final_placement.png
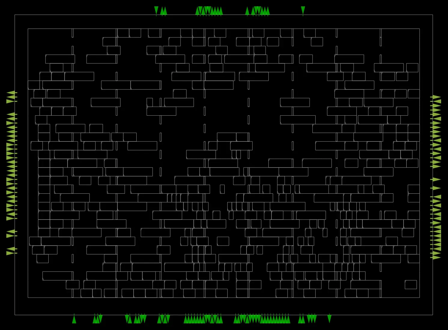
drive_strength.png
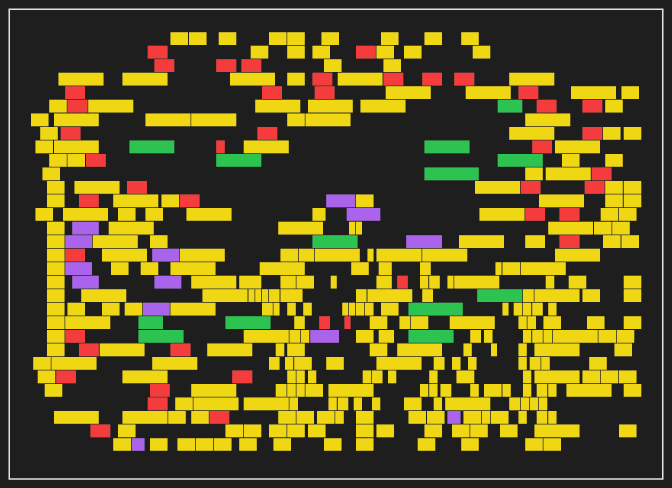
wire_density.png
26 x 19 tiles, from dark blue (low) to red (high), scaled to the fullest tile. Values are wire area over tile area, all layers added.
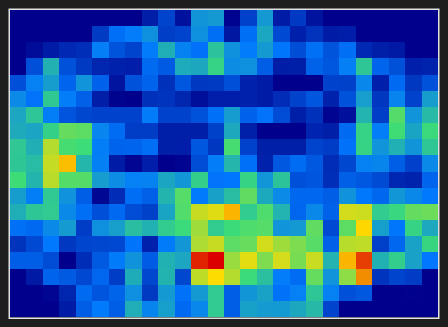
registers.png
Bar = 50 um. Other sequential cells in the stronger grey, the rest of the logic in the fainter grey.
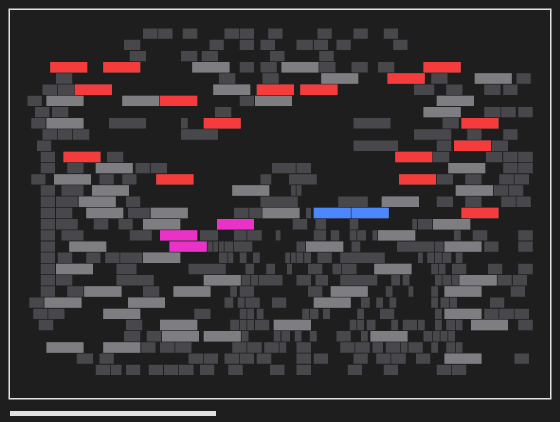
===== src/rtl/mem_port_arbiter_if.sv =====
// Bundle of fetch, data and memory-array signals around the shared memory port arbiter.
// The arbiter uses the slave view; requesters and the memory model use the master view.
interface mem_port_arbiter_if #(
  parameter int unsigned ADDR_W = 16,
  parameter int unsigned DATA_W = 16
);
  logic              if_req;
  logic [ADDR_W-1:0] if_addr;
  logic [DATA_W-1:0] if_rdata;
  logic              if_ack;

  logic              d_req;
  logic              d_we;
  logic [ADDR_W-1:0] d_addr;
  logic [DATA_W-1:0] d_wdata;
  logic [DATA_W-1:0] d_rdata;
  logic              d_ack;
  logic              d_misalign;

  logic              mem_en;
  logic              mem_we;
  logic [ADDR_W-2:0] mem_addr;
  logic [DATA_W-1:0] mem_wdata;
  logic [DATA_W-1:0] mem_rdata;

  logic              busy;

  modport slave (
    input  if_req, if_addr, d_req, d_we, d_addr, d_wdata, mem_rdata,
    output if_rdata, if_ack, d_rdata, d_ack, d_misalign,
    output mem_en, mem_we, mem_addr, mem_wdata, busy
  );

  modport master (
    output if_req, if_addr, d_req, d_we, d_addr, d_wdata, mem_rdata,
    input  if_rdata, if_ack, d_rdata, d_ack, d_misalign,
    input  mem_en, mem_we, mem_addr, mem_wdata, busy
  );
endinterface


===== src/rtl/mem_port_arbiter.sv =====
// Arbitrates the single-port word memory between instruction fetch and LW/SW data accesses,
// data first, with a bounded guard so a pending fetch wins after STARVE_MAX data grants.
module mem_port_arbiter #(
  parameter int unsigned ADDR_W     = 16,
  parameter int unsigned DATA_W     = 16,
  parameter int unsigned MEM_LAT    = 2,
  parameter int unsigned STARVE_MAX = 4
) (
  input logic                clk,
  input logic                rst,
  mem_port_arbiter_if.slave  bus
);

  localparam int unsigned LatW = (MEM_LAT > 1) ? $clog2(MEM_LAT) : 1;
  localparam int unsigned CntW = $clog2(STARVE_MAX + 1);
  localparam logic [LatW-1:0] LatLast   = LatW'(MEM_LAT - 1);
  localparam logic [CntW-1:0] StarveMax = CntW'(STARVE_MAX);

  localparam logic [1:0] StIdle   = 2'd0;
  localparam logic [1:0] StAccess = 2'd1;
  localparam logic [1:0] StResp   = 2'd2;

  logic [1:0]        state_q, state_d;
  logic              owner_q, owner_d;   // 1 = data port, 0 = fetch port
  logic [ADDR_W-1:0] addr_q, addr_d;
  logic              we_q, we_d;
  logic [DATA_W-1:0] wdata_q, wdata_d;
  logic [LatW-1:0]   lat_q, lat_d;
  logic [CntW-1:0]   starve_q, starve_d;
  logic [DATA_W-1:0] if_rdata_q, if_rdata_d;
  logic [DATA_W-1:0] d_rdata_q, d_rdata_d;

  logic data_win;
  logic lat_last;

  assign data_win = bus.d_req && (!bus.if_req || (starve_q != StarveMax));
  assign lat_last = (lat_q == LatLast);

  always_comb begin
    state_d    = state_q;
    owner_d    = owner_q;
    addr_d     = addr_q;
    we_d       = we_q;
    wdata_d    = wdata_q;
    lat_d      = lat_q;
    starve_d   = starve_q;
    if_rdata_d = if_rdata_q;
    d_rdata_d  = d_rdata_q;
    case (state_q)
      StIdle: begin
        if (bus.d_req || bus.if_req) begin
          owner_d = data_win;
          lat_d   = '0;
          if (data_win) begin
            addr_d  = bus.d_addr;
            we_d    = bus.d_we;
            wdata_d = bus.d_wdata;
            if (!bus.if_req) begin
              starve_d = '0;
            end else if (starve_q != StarveMax) begin
              starve_d = starve_q + 1'b1;
            end
            // A misaligned data access skips the memory cycle entirely.
            state_d = bus.d_addr[0] ? StResp : StAccess;
          end else begin
            addr_d   = bus.if_addr;
            we_d     = 1'b0;
            starve_d = '0;
            state_d  = StAccess;
          end
        end
      end
      StAccess: begin
        if (lat_last) begin
          state_d = StResp;
          if (!we_q) begin
            if (owner_q) begin
              d_rdata_d = bus.mem_rdata;
            end else begin
              if_rdata_d = bus.mem_rdata;
            end
          end
        end else begin
          lat_d = lat_q + 1'b1;
        end
      end
      StResp:  state_d = StIdle;
      default: state_d = StIdle;
    endcase
  end

  always_ff @(posedge clk or negedge rst) begin
    if (!rst) begin
      state_q    <= StIdle;
      owner_q    <= 1'b0;
      addr_q     <= '0;
      we_q       <= 1'b0;
      wdata_q    <= '0;
      lat_q      <= '0;
      starve_q   <= '0;
      if_rdata_q <= '0;
      d_rdata_q  <= '0;
    end else begin
      state_q    <= state_d;
      owner_q    <= owner_d;
      addr_q     <= addr_d;
      we_q       <= we_d;
      wdata_q    <= wdata_d;
      lat_q      <= lat_d;
      starve_q   <= starve_d;
      if_rdata_q <= if_rdata_d;
      d_rdata_q  <= d_rdata_d;
    end
  end

  assign bus.mem_en     = (state_q == StAccess);
  // Single write commit on the last access cycle only.
  assign bus.mem_we     = (state_q == StAccess) && lat_last && owner_q && we_q;
  assign bus.mem_addr   = addr_q[ADDR_W-1:1];
  assign bus.mem_wdata  = wdata_q;
  assign bus.if_ack     = (state_q == StResp) && !owner_q;
  assign bus.d_ack      = (state_q == StResp) && owner_q;
  assign bus.d_misalign = (state_q == StResp) && owner_q && addr_q[0];
  assign bus.busy       = (state_q != StIdle);
  assign bus.if_rdata   = if_rdata_q;
  assign bus.d_rdata    = d_rdata_q;

endmodule


===== src/flat_wrapper.sv =====
// flat-port wrapper written by rule: the top's interface ports become plain ports
module mem_port_arbiter_flat 
#(
  parameter int unsigned ADDR_W     = 16,
  parameter int unsigned DATA_W     = 16,
  parameter int unsigned MEM_LAT    = 2,
  parameter int unsigned STARVE_MAX = 4
)
  (clk, rst, bus_if_req, bus_if_addr, bus_d_req, bus_d_we, bus_d_addr, bus_d_wdata, bus_mem_rdata, bus_if_rdata, bus_if_ack, bus_d_rdata, bus_d_ack, bus_d_misalign, bus_mem_en, bus_mem_we, bus_mem_addr, bus_mem_wdata, bus_busy);
  mem_port_arbiter_if #(.ADDR_W(ADDR_W), .DATA_W(DATA_W)) bus_i ();
  input logic clk;
  input logic rst;
  input wire logic [$bits(bus_i.if_req)-1:0] bus_if_req;
  input wire logic [$bits(bus_i.if_addr)-1:0] bus_if_addr;
  input wire logic [$bits(bus_i.d_req)-1:0] bus_d_req;
  input wire logic [$bits(bus_i.d_we)-1:0] bus_d_we;
  input wire logic [$bits(bus_i.d_addr)-1:0] bus_d_addr;
  input wire logic [$bits(bus_i.d_wdata)-1:0] bus_d_wdata;
  input wire logic [$bits(bus_i.mem_rdata)-1:0] bus_mem_rdata;
  output wire logic [$bits(bus_i.if_rdata)-1:0] bus_if_rdata;
  output wire logic [$bits(bus_i.if_ack)-1:0] bus_if_ack;
  output wire logic [$bits(bus_i.d_rdata)-1:0] bus_d_rdata;
  output wire logic [$bits(bus_i.d_ack)-1:0] bus_d_ack;
  output wire logic [$bits(bus_i.d_misalign)-1:0] bus_d_misalign;
  output wire logic [$bits(bus_i.mem_en)-1:0] bus_mem_en;
  output wire logic [$bits(bus_i.mem_we)-1:0] bus_mem_we;
  output wire logic [$bits(bus_i.mem_addr)-1:0] bus_mem_addr;
  output wire logic [$bits(bus_i.mem_wdata)-1:0] bus_mem_wdata;
  output wire logic [$bits(bus_i.busy)-1:0] bus_busy;
  assign bus_i.if_req = bus_if_req;
  assign bus_i.if_addr = bus_if_addr;
  assign bus_i.d_req = bus_d_req;
  assign bus_i.d_we = bus_d_we;
  assign bus_i.d_addr = bus_d_addr;
  assign bus_i.d_wdata = bus_d_wdata;
  assign bus_i.mem_rdata = bus_mem_rdata;
  assign bus_if_rdata = bus_i.if_rdata;
  assign bus_if_ack = bus_i.if_ack;
  assign bus_d_rdata = bus_i.d_rdata;
  assign bus_d_ack = bus_i.d_ack;
  assign bus_d_misalign = bus_i.d_misalign;
  assign bus_mem_en = bus_i.mem_en;
  assign bus_mem_we = bus_i.mem_we;
  assign bus_mem_addr = bus_i.mem_addr;
  assign bus_mem_wdata = bus_i.mem_wdata;
  assign bus_busy = bus_i.busy;
  mem_port_arbiter #(.ADDR_W(ADDR_W), .DATA_W(DATA_W), .MEM_LAT(MEM_LAT), .STARVE_MAX(STARVE_MAX)) u_core (.clk(clk), .rst(rst), .bus(bus_i));
endmodule

===== config.mk =====
export PLATFORM = sky130hd
export DESIGN_NAME = mem_port_arbiter_flat
export DESIGN_NICKNAME = d
export VERILOG_FILES = /design/src/rtl/mem_port_arbiter_if.sv /design/src/rtl/mem_port_arbiter.sv /design/src/flat_wrapper.sv
export SDC_FILE = /design/constraint.sdc
export NUM_CORES = 1
export LEC_CHECK = 0
export ABC_CLOCK_PERIOD_IN_PS = 5300
export CORE_ASPECT_RATIO = 0.7
export CORE_MARGIN = 4
export CORE_UTILIZATION = 30
export DETAILED_ROUTE_END_ITERATION = 7
export PLACE_DENSITY = 0.56
export SLEW_MARGIN = 10
export SYNTH_ARGS = -nofsm -noshare
export SYNTH_HDL_FRONTEND = slang
export SYNTH_SLANG_ARGS = --single-unit

===== constraint.sdc =====
create_clock -name clk -period 5.3 [get_ports clk]
set_input_delay 0.53 -clock clk [delete_from_list [all_inputs] [get_ports clk]]
set_output_delay 0.53 -clock clk [all_outputs]
set_load 0.005 [all_outputs]

==> Changelog: implementation <==
### Changed

- Critical Path RT: between 5000 and 6000 ps
- Tapcell Cnt: between 100 and 150
- DR top layer: met4
- Largest net degree at the start of global routing: 73
- # IOs: approximately 140
- Met3 routed WL: 786 um
- Met1 wire length: 3908 um
- Yosys simple share: 8.025%
- CP cell instances: nor2_2 > inv_2 > nor3_4 > mux2_2
- Worst Setup Start Kind: flip-flop
- Crit path depth: 4
- CP Capture Type: flip-flop
- Setup Viol. Count Final: 0
- Status: finished clean
- Setup TNS: 0 ps
- FF-to-FF setup slack: approximately 2600 ps
- Global-route wire length before repair: around 13000 um
- Worst path max stage delay: between 800 and 900 ps
- Syn Nets: 322
- Count leader, synth: dfrtp_1
- Tcrit/Tclk final: 50.22%
- Critical-path top delay cell: nor3_4
- Most frequent cells in the layout: clkdlybuf4s50_1 (136), dfrtp_1 (72), mux2_2 (40)
- GR Layer Usage met3: 6.364%
- Total die area: 12340 sq um
- Combinational share of power: between 40% and 50%
- Clock skew: 5.747 ps
- Clock Pin Slew Worst Setup and Hold Paths: 60 ps
- TritonCTS clock tree: yes
- Synth flops: approximately 72
- Crit-path leading delay family: simple AND/OR/NAND/NOR gates
- Switching share of power: 28.17%
- Non-clock inverters: 5
- Diodes inserted: 0
- 1st-iter DRT viols: 83
- R2r endpoint: u_core.bus.mem_wdata[7]
- Comb area: 1164 sq um
- Most common reg cell: dfrtp_1
- Largest Pwr Group: combinational logic
- Mapped Area: between 3000 and 4000 sq um
- Global route hottest layer: met2
- Comb/total area: 24.01%
- Synthesized area per cell: around 13 sq um
- Dominant comb cell: multiplexers
- Max Slew Vio Count: 0
- Initial antenna violation count: 0
- Sw power: 795.1 uW
- Share of layout cells above drive strength 1: a little under a fifth
- DR DRC count: 0
- Clock share of power: 23.0%
- Setup CP Type: reg2reg
- Clock Path Buffers: 2
- Die width: 131.1 um
- Remaining Overflow, GRT: 0
- Num CTS Buffers: 9
- Clock Sinks: 72
- Count of library flops with an enable pin: 0
- Gpl congestion: 0.7612
- Worst Hold Class: in2async
- Non-clock buffer contribution to total cell area: between 20% and 30%
- Finished Layout Cells: 507
- Synth unique cells: 35
- Fin. Hold Viols: 0
- Biggest area cells: dfrtp_1 (57%), mux2_2 (14%), buf_4 (3.8%)
- Post-synth top area cell: dfrtp_1
- Cts hold-fix bufs: 0
- Cell Area, Placed: 4526 sq um
- Total tool warning count: 27
- R2R cell count: 4
- Power density cells: 582.3 nW/um^2
- Slew headroom: 21.84%
- R2r startpoint: u_core.state_q[0]
- Initial core utilization: 30.71%
- FMAX: 375.7 MHz
-- final_placement.png (at the start) --
fill count: 946
flop share of the area: 37.17%
Flops: 72
Rows: 31
core area: 10360 sq um

-- drive_strength.png (at the start) --
colour	size	cells	share	most used
red	drive 2	44	12%	mux2_2
yellow	drive 1 or less	305	81%	clkdlybuf4s50_1
green	drive 6 and up	13	3.5%	clkbuf_16
purple	drive 3 to 4	13	3.5%	mux2_4
final instance area: 4847 sq um
nonclk buf count: 138
setup ws final: 2638 ps
Area Growth Syn to Fin: 52.40%

-- wire_density.png (at the start) --
mean over tiles	0.11
nearly empty tiles	13%
tiles over half the peak	11%
densest ninth of the die	bottom middle
DR WL/cell: 16.55 um
vias post-DR: 2409
Tot GR Track Use: 13.62%
Post-Route WL: 8391 um

-- registers.png (at the start) --
colour	name in the netlist	flops
magenta	u_core.starve_q	3
red	u_core.bus.d_rdata	16
blue	u_core.state_q	2
not coloured	51
post-route core utilization: 46.80%
P_seq: 1000 uW

No activity file was given, so power comes from the tool's default toggle rates.
